File: config.mk
export PLATFORM = sky130hd
export DESIGN_NAME = button_debounce
export DESIGN_NICKNAME = d
export VERILOG_FILES = /design/src/rtl/simon_pkg.sv /design/src/rtl/button_debounce_chan.sv /design/src/rtl/button_debounce.sv
export SDC_FILE = /design/constraint.sdc
export NUM_CORES = 1
export LEC_CHECK = 0
export CAP_MARGIN = 10
export CELL_PAD_IN_SITES_DETAIL_PLACEMENT = 1
export CELL_PAD_IN_SITES_GLOBAL_PLACEMENT = 2
export CORE_ASPECT_RATIO = 1.2
export CORE_MARGIN = 2
export CORE_UTILIZATION = 30
export CTS_CLUSTER_SIZE = 12
export DETAILED_ROUTE_END_ITERATION = 12
export MAX_ROUTING_LAYER = met4
export PLACE_DENSITY_LB_ADDON = 0.3
export SYNTH_ARGS = -nofsm -noshare
export SYNTH_HDL_FRONTEND = slang
export SYNTH_HIERARCHICAL = 1
export SYNTH_SLANG_ARGS = --single-unit
File: constraint.sdc
create_clock -name clk -period 4.1 [get_ports clk]
set_input_delay 0.82 -clock clk [delete_from_list [all_inputs] [get_ports clk]]
set_output_delay 0.82 -clock clk [all_outputs]
set_load 0.03 [all_outputs]
File: src/rtl/simon_pkg.sv
// Shared types and defaults for the Simon game button front end.
package simon_pkg;

    localparam int N_BTN_DEFAULT = 4;
    localparam int BTN_IDX_W     = $clog2(N_BTN_DEFAULT);

    typedef logic [BTN_IDX_W-1:0] btn_idx_t;

endpackage

File: src/rtl/button_debounce_chan.sv
// One debounce channel: stability counter plus accepted level.
// rise/fall are the combinational "level flips on this edge" strobes.
module debounce_chan
    import simon_pkg::*;
#(
    parameter int DB_CYCLES = 500000
) (
    input  logic clk,
    input  logic reset,
    input  logic raw,
    output logic level,
    output logic rise,
    output logic fall
);

    localparam int                CNT_W    = $clog2(DB_CYCLES);
    localparam logic [CNT_W-1:0]  CNT_LAST = CNT_W'(DB_CYCLES - 1);

    logic [CNT_W-1:0] cnt_q, cnt_d;
    logic             level_q, level_d;
    logic             differ, accept;

    always_comb begin
        differ  = raw ^ level_q;
        accept  = differ && (cnt_q == CNT_LAST);
        cnt_d   = '0;
        level_d = level_q;
        // Any matching sample (bounce) drops the count back to zero.
        if (differ && !accept) begin
            cnt_d = cnt_q + CNT_W'(1);
        end
        if (accept) begin
            level_d = raw;
        end
    end

    always_ff @(posedge clk) begin
        if (reset) begin
            cnt_q   <= '0;
            level_q <= 1'b0;
        end else begin
            cnt_q   <= cnt_d;
            level_q <= level_d;
        end
    end

    assign level = level_q;
    assign rise  = accept & raw;
    assign fall  = accept & ~raw;

endmodule

File: src/rtl/button_debounce.sv
// Per-button debounce with press pulses and a lowest-index press event.
// Optional release pulses are built when BTN_RELEASE_EVT_EN is defined.
module button_debounce
    import simon_pkg::*;
#(
    parameter  int N_BTN     = N_BTN_DEFAULT,
    parameter  int DB_CYCLES = 500000,
    localparam int IDX_W     = (N_BTN > 1) ? $clog2(N_BTN) : 1
) (
    input  logic             clk,
    input  logic             reset,
    input  logic [N_BTN-1:0] raw_btn,
    output logic [N_BTN-1:0] btn_level,
    output logic [N_BTN-1:0] btn_press,
    output logic             any_down,
    output logic             press_valid,
    output logic [IDX_W-1:0] press_idx
`ifdef BTN_RELEASE_EVT_EN
    ,
    output logic [N_BTN-1:0] btn_release
`endif
);

    logic [N_BTN-1:0] level_w, rise_w;
`ifdef BTN_RELEASE_EVT_EN
    logic [N_BTN-1:0] fall_w;
    logic [N_BTN-1:0] btn_release_q, btn_release_d;
`else
    logic [N_BTN-1:0] fall_unused;
`endif

    logic [N_BTN-1:0] btn_press_q, btn_press_d;
    logic             press_valid_q, press_valid_d;
    logic [IDX_W-1:0] press_idx_q, press_idx_d;

    for (genvar g = 0; g < N_BTN; g++) begin : g_chan
        debounce_chan #(
            .DB_CYCLES(DB_CYCLES)
        ) u_chan (
            .clk   (clk),
            .reset (reset),
            .raw   (raw_btn[g]),
            .level (level_w[g]),
            .rise  (rise_w[g]),
`ifdef BTN_RELEASE_EVT_EN
            .fall  (fall_w[g])
`else
            .fall  (fall_unused[g])
`endif
        );
    end

    function automatic logic [IDX_W-1:0] lowest_set(input logic [N_BTN-1:0] v);
        logic [IDX_W-1:0] idx;
        idx = '0;
        for (int i = N_BTN - 1; i >= 0; i--) begin
            if (v[i]) begin
                idx = IDX_W'(i);
            end
        end
        return idx;
    endfunction

    // Strobes are registered on the same edge the level flips, so the
    // pulses coincide with the first cycle the new level is visible.
    always_comb begin
        btn_press_d   = rise_w;
        press_valid_d = |rise_w;
        press_idx_d   = press_valid_d ? lowest_set(rise_w) : press_idx_q;
`ifdef BTN_RELEASE_EVT_EN
        btn_release_d = fall_w;
`endif
    end

    always_ff @(posedge clk) begin
        if (reset) begin
            btn_press_q   <= '0;
            press_valid_q <= 1'b0;
            press_idx_q   <= '0;
`ifdef BTN_RELEASE_EVT_EN
            btn_release_q <= '0;
`endif
        end else begin
            btn_press_q   <= btn_press_d;
            press_valid_q <= press_valid_d;
            press_idx_q   <= press_idx_d;
`ifdef BTN_RELEASE_EVT_EN
            btn_release_q <= btn_release_d;
`endif
        end
    end

    assign btn_level   = level_w;
    assign btn_press   = btn_press_q;
    assign press_valid = press_valid_q;
    assign press_idx   = press_idx_q;
    assign any_down    = |level_w;
`ifdef BTN_RELEASE_EVT_EN
    assign btn_release = btn_release_q;
`endif

endmodule

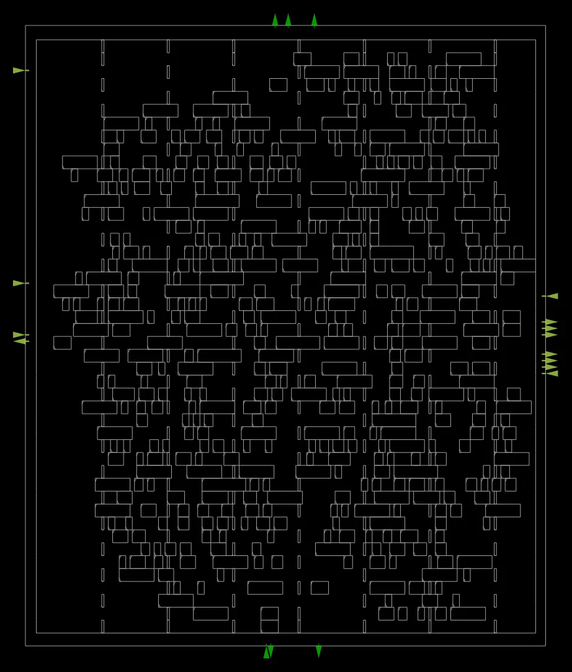
Run 1: cell placement
post-route non-filler standard cell count: 648
num tapcells: 168
number of flip-flops and latches: 87
Seq/total area: 38.4%
Core Util, Final: 34.4%

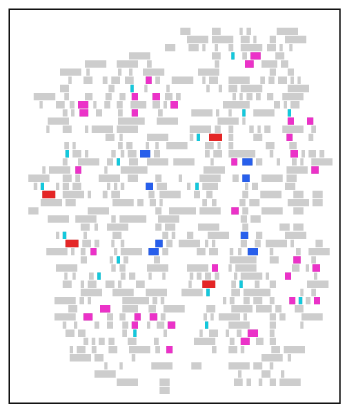
Run 1: gate-type map
Drawn at 3 px/um.
magenta -> AND and OR gates  # cells 33
blue -> AND-OR and OR-AND gates  # cells 8, where centre
red -> adder and majority cells  # cells 4
cyan -> inverters  # cells 17
most common cell after layout, fill and taps aside: sky130_fd_sc_hd__dfxtp_1
Comb/total area: 46.1%

==> notes.md, run 1 <==
Observations from the implementation run.

Detailed routing:
- The run puts the amount of wire on met2 after detailed routing at 4260 um.
- The run puts the post-detailed-route count of antenna-violating nets at 0.
- The run puts the average vias per placed instance at 5.01.
- Before antenna repair, the detailed router went through 4 iterations.
- The run gives the final routed DRC violation total as 0.
- The run puts the number of violations reported at the end of detailed-routing iteration 0 at 87.
- Detailed routing placed a total of 201 um of wire on met3.

Min path:
- The run gives the path type of the worst min-delay path as flip-flop to flip-flop.
- The run gives the worst hold path stage count as 1.
- The run gives the source of the worst hold timing path as g_chan[2].u_chan/cnt_q[0]$_SDFF_PP0_.
- STA shows the worst min-delay path finishing at g_chan[2].u_chan/cnt_q[0]$_SDFF_PP0_.

Place:
- The run gives the placed wire-length estimate as approximately 6400 um.

Global routing:
- The run puts the fraction of met3 tracks used by global routing at 2.28%.
- The run gives the number of antenna violations at the first check in global routing as 0.
- The run puts the first-pass GRT wire length at 15300 um.
- The run puts the total track usage at 13.9%.

Timing:
- The run gives the final critical-path share of the clock period as around two thirds.
- Setup repair after global routing left no endpoint under its margin.
- Per the finish-stage timing summary, setup violations number 0.

Floorplan:
- The floorplan step defined a die boundary enclosing around 0.014 mm2.
- According to the floorplan log, the row count is 46.
- The share of the core area taken by cells at floorplan is 30.5%.

Setup path:
- The critical path starts at g_chan[0].u_chan/level$_SDFFE_PP0P_.
- The critical path's slowest stage uses the library cell sky130_fd_sc_hd__clkdlybuf4s50_1.
- The run gives the arrival time of the worst setup path as 1.87 ns.
- The STA report counts the stages on the worst setup path as 2.
- Traced cell by cell, the critical path runs through or4_1, clkdlybuf4s50_1.
- The run gives the kind of cell adding the most delay to the critical path as buffers and inverters.

Status:
- The flow ran to the end, and the final reports show no timing, DRC or antenna violations.

Power:
- In this run the static leakage power is 1.33 nW.
- The run puts the share of total power consumed by net switching at 21.7%.
- The run gives the overall power of the completed layout as 1.62 mW.
- The share of total power dissipated in the clock network is a little under half.

Clock tree:
- The run gives the clock buffer count from CTS as 9.
- The run gives the clock latency on the worst-skew pair as 0.33 ns.
- The run gives the root buffer selected by CTS as sky130_fd_sc_hd__clkbuf_16.

Final layout:
- The run puts the combinational gate count at 343.
- The post-route netlist has 4.79% of its cells at a drive strength greater than 1.
- Leaving out fill and tap cells, the most frequent cells in the layout are sky130_fd_sc_hd__dfxtp_1, sky130_fd_sc_hd__nor2_1, sky130_fd_sc_hd__xnor2_1.

Yosys:
- The run puts the post-synth net total at roughly 470.
- The cell area that synthesis handed to floorplanning was roughly 0.0040 mm2.
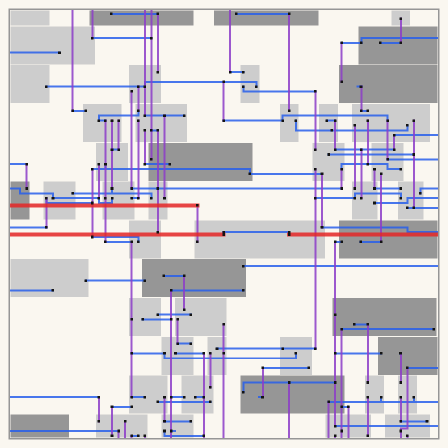
Run 1: layout detail
Window x 40 to 70, y 50 to 80 um. Cells in grey, sequential cells in the stronger grey; small squares are vias.
purple -> met2
red -> met3
blue -> met1
sequential cells in the window = 9
cells with their middle in the window = 42
most frequent = dfxtp_1 (9), nand2b_1 (8), nor2_1 (6)
netlist names of flops here include = g_chan.u_chan/cnt_q (4), g_chan.u_chan/level (2), press_idx (2)

--- run 2 (diff from run 1) ---
- clock period: 4.1 -> 2.7 ns (I/O delays scaled with it)
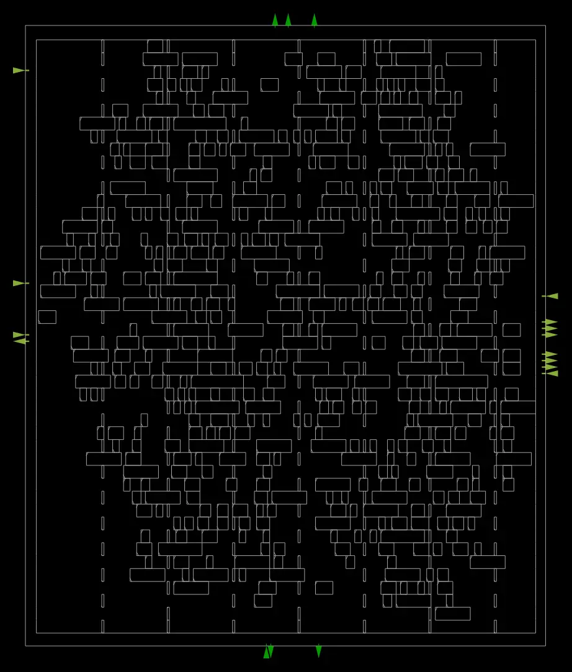
Run 2: cell placement
Filler cells: 1583
count of standard-cell rows: 46
post-route non-filler standard cell count: 656
Core Util, Final: 35.6%

==> run 2 against run 1 <==
Against the previous run:
- register-to-register slack got worse by 1.4 ns
- non-clock buffer count is 8 higher
- core utilization increased by 1.1 points
- highest routed layer unchanged
- final area grew 3.3%
==> notes.md, run 2 <==
Observations from the implementation run.

Status:
- The flow ran to the end, and the final reports show no timing, DRC or antenna violations.

Final layout:
- The run gives the fraction of layout cells with a size suffix above 1 as 6.56%.
- The run gives the sequential share of cell area as 37.2%.
- The run gives the multi-input gate share of total cell area as 44.7%.
- The run gives the area taken by multi-input logic gates as 0.00209 mm2.
- In the layout the commonest cells are sky130_fd_sc_hd__dfxtp_1, sky130_fd_sc_hd__nor2_1, sky130_fd_sc_hd__xnor2_1.
- The run gives the combinational gate count as 343.

Floorplan:
- The run gives the floorplan core density as 30.5%.
- The run gives the number of well taps as 168.
- The run gives the die span in y as 131 um.
- The run puts the overall chip area at about 0.014 mm2.

Timing:
- After layout, the worst path uses 89.7% of the clock period.
- Setup repair after global routing left no endpoint under its margin.
- The run gives the setup violation total in the final timing report as 0.

Global routing:
- The global routing stage identified its most utilized layer as met2.
- The run puts the first-pass GRT wire length at 15600 um.
- Global routing used under 10% of the available met3 tracks.
- The number of antenna violations at the first check in global routing was 0.
- Global routing consumed, over all layers together, ~14% of the routing resources.

Min path:
- The launch point of the worst min-delay path is recorded as g_chan[2].u_chan/cnt_q[0]$_SDFF_PP0_.
- The run gives the worst hold path stage count as 1.
- Hold analysis lists the worst path endpoint as g_chan[2].u_chan/cnt_q[0]$_SDFF_PP0_.
- The type recorded for the worst min-delay path is flip-flop to flip-flop.

Setup path:
- The run gives the path length in cells of the critical path as 2.
- The run gives the arrival time of the worst setup path as 1.88 ns.
- The report lists the cells along the critical path as or4_1, clkdlybuf4s50_1.
- The critical path's slowest stage uses the library cell sky130_fd_sc_hd__clkdlybuf4s50_1.
- The kind of cell with the highest combined delay along the critical path is buffers and inverters.

Detailed routing:
- The run gives the average vias per placed instance as ~5.
- The run gives the met3 wire length as 255 um.
- The run gives the post-detailed-route count of antenna-violating nets as 0.
- The run gives the amount of wire on met2 after detailed routing as 4520 um.
- According to the report, the first pass of detailed routing completed in 3 iterations.
- The run puts the final routed DRC violation total at 0.
- The first routing iteration left ~81 violations.

Clock tree:
- The run gives the root buffer selected by CTS as sky130_fd_sc_hd__clkbuf_16.
- Counting the buffers created by CTS gives 9.
- The run gives the clock latency on the worst-skew pair as between 0.3 and 0.4 ns.

Yosys:
- The run puts the synthesized cell area at 0.00402 mm2.

Power:
- Per the breakdown, switching nets consume between 20% and 30% of all power.
- The run gives the overall power of the completed layout as 2.82 mW.
- For this design the static power due to leakage is ~1.4 nW.
- The run puts the clock power share at 52.0%.

Place:
- The run puts the placed wire-length estimate at about 6800 um.
- The run gives the placed cell count as 640.
--- run 3 (diff from run 2) ---
- HOLD_SLACK_MARGIN: not set -> 0.05
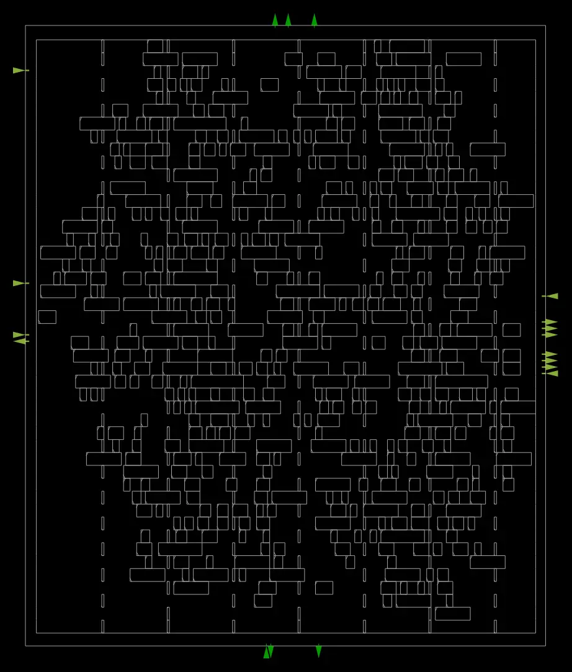
Run 3: cell placement
Seq/total area: 37.2%
area of the core: 0.0132 mm2

==> run 3 against run 2 <==
Against the previous run:
- power is the same
- critical path depth is the same
- maximum frequency is the same
- final cell count is the same
- via count is the same
- combinational power is essentially flat
==> notes.md, run 3 <==
Observations from the implementation run.

Global routing:
- The run gives the number of antenna violations at the first check in global routing as 0.
- The run puts the total track usage at between 10 and 15%.
- The run gives the fraction of met3 tracks used by global routing as under 10%.
- The first global-routing pass estimated 15600 um of wire.
- In this run the most used layer during global routing was met2.

Floorplan:
- The run gives the die span in y as 131 um.
- The run puts the number of well taps at 168.
- The initialized floorplan defines 46 standard-cell rows.
- The run gives the floorplan core density as 30.5%.

Final layout:
- The run puts the number of fill cells in the layout at 1583.
- Leaving out fill and tap cells, the most frequent cells in the layout are sky130_fd_sc_hd__dfxtp_1, sky130_fd_sc_hd__nor2_1, sky130_fd_sc_hd__xnor2_1.
- The run puts the combinational gate count at 343.
- The run gives the fraction of layout cells with a size suffix above 1 as 6.56%.
- The run puts the multi-input gate share of total cell area at 44.7%.
- The run gives the sequential cell count as 87.
- The run gives the area taken by multi-input logic gates as around 0.0021 mm2.
- The run puts the final design utilization at between 30% and 40%.

Yosys:
- The run gives the post-synth net total as 465.
- The cell area that synthesis handed to floorplanning was around 0.0040 mm2.

Clock tree:
- Per the CTS log, the root buffer master is sky130_fd_sc_hd__clkbuf_16.
- The run puts the clock latency on the worst-skew pair at 0.35 ns.
- The run puts the clock buffer count from CTS at 9.

Timing:
- The run puts the setup violation total in the final timing report at 0.
- The run puts the highest attainable clock frequency at 0.413 GHz.
- Setup repair after global routing left no endpoint under its margin.

Setup path:
- Walking the worst path, the cells encountered are or4_1, clkdlybuf4s50_1.
- The critical path crosses 2 cells after its start point.
- In this run the worst setup path begins at g_chan[0].u_chan/level$_SDFFE_PP0P_.
- On the critical path the largest part of the delay comes from buffers and inverters.
- The slowest stage of the critical path is the sky130_fd_sc_hd__clkdlybuf4s50_1 cell.

Min path:
- The path with the worst hold slack has its endpoint at g_chan[2].u_chan/cnt_q[0]$_SDFF_PP0_.
- In this run the most critical hold path is launched from g_chan[2].u_chan/cnt_q[0]$_SDFF_PP0_.
- The run gives the worst hold path stage count as 1.
- The run gives the path type of the worst min-delay path as flip-flop to flip-flop.

Detailed routing:
- The detail route stage leaves a number of antenna-violating nets equal to 0.
- The run puts the detailed-routing iteration count for the pre-antenna-repair pass at 3.
- In this run, the number of DRC markers left after iteration 0 of detailed routing was 81.
- The run puts the met3 wire length at ~260 um.
- The run gives the final routed DRC violation total as 0.
- The run puts the average vias per placed instance at 4.98.
- The run gives the amount of wire on met2 after detailed routing as ~4500 um.

Power:
- The run gives the static power due to leakage as 1.40 nW.
- Of the total power, the clock network draws 52.0%.
- The run puts the share of total power consumed by net switching at 20.4%.

Place:
- The run gives the placed cell count as 640.
- The placed instances occupy a cell area of 0.00434 mm2.

Status:
- The flow ran to the end, and the final reports show no timing, DRC or antenna violations.

==> layout pictures side by side <==
Wiring by layer.
Drawn at 3 px/um. Only two layers are drawn.
image #1
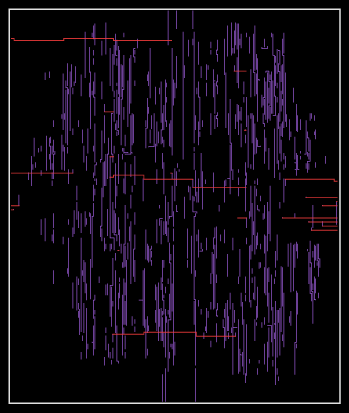
image #2
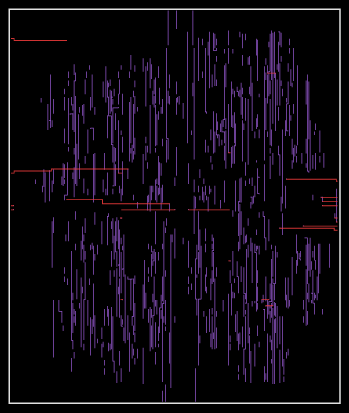
Image #1 comes from run 2.
Image #2 comes from run 1.

Key to image #1:
purple -> met2  # wire length 4520 um
red -> met3  # wire length 255 um

Power and IR drop assume default switching activity.
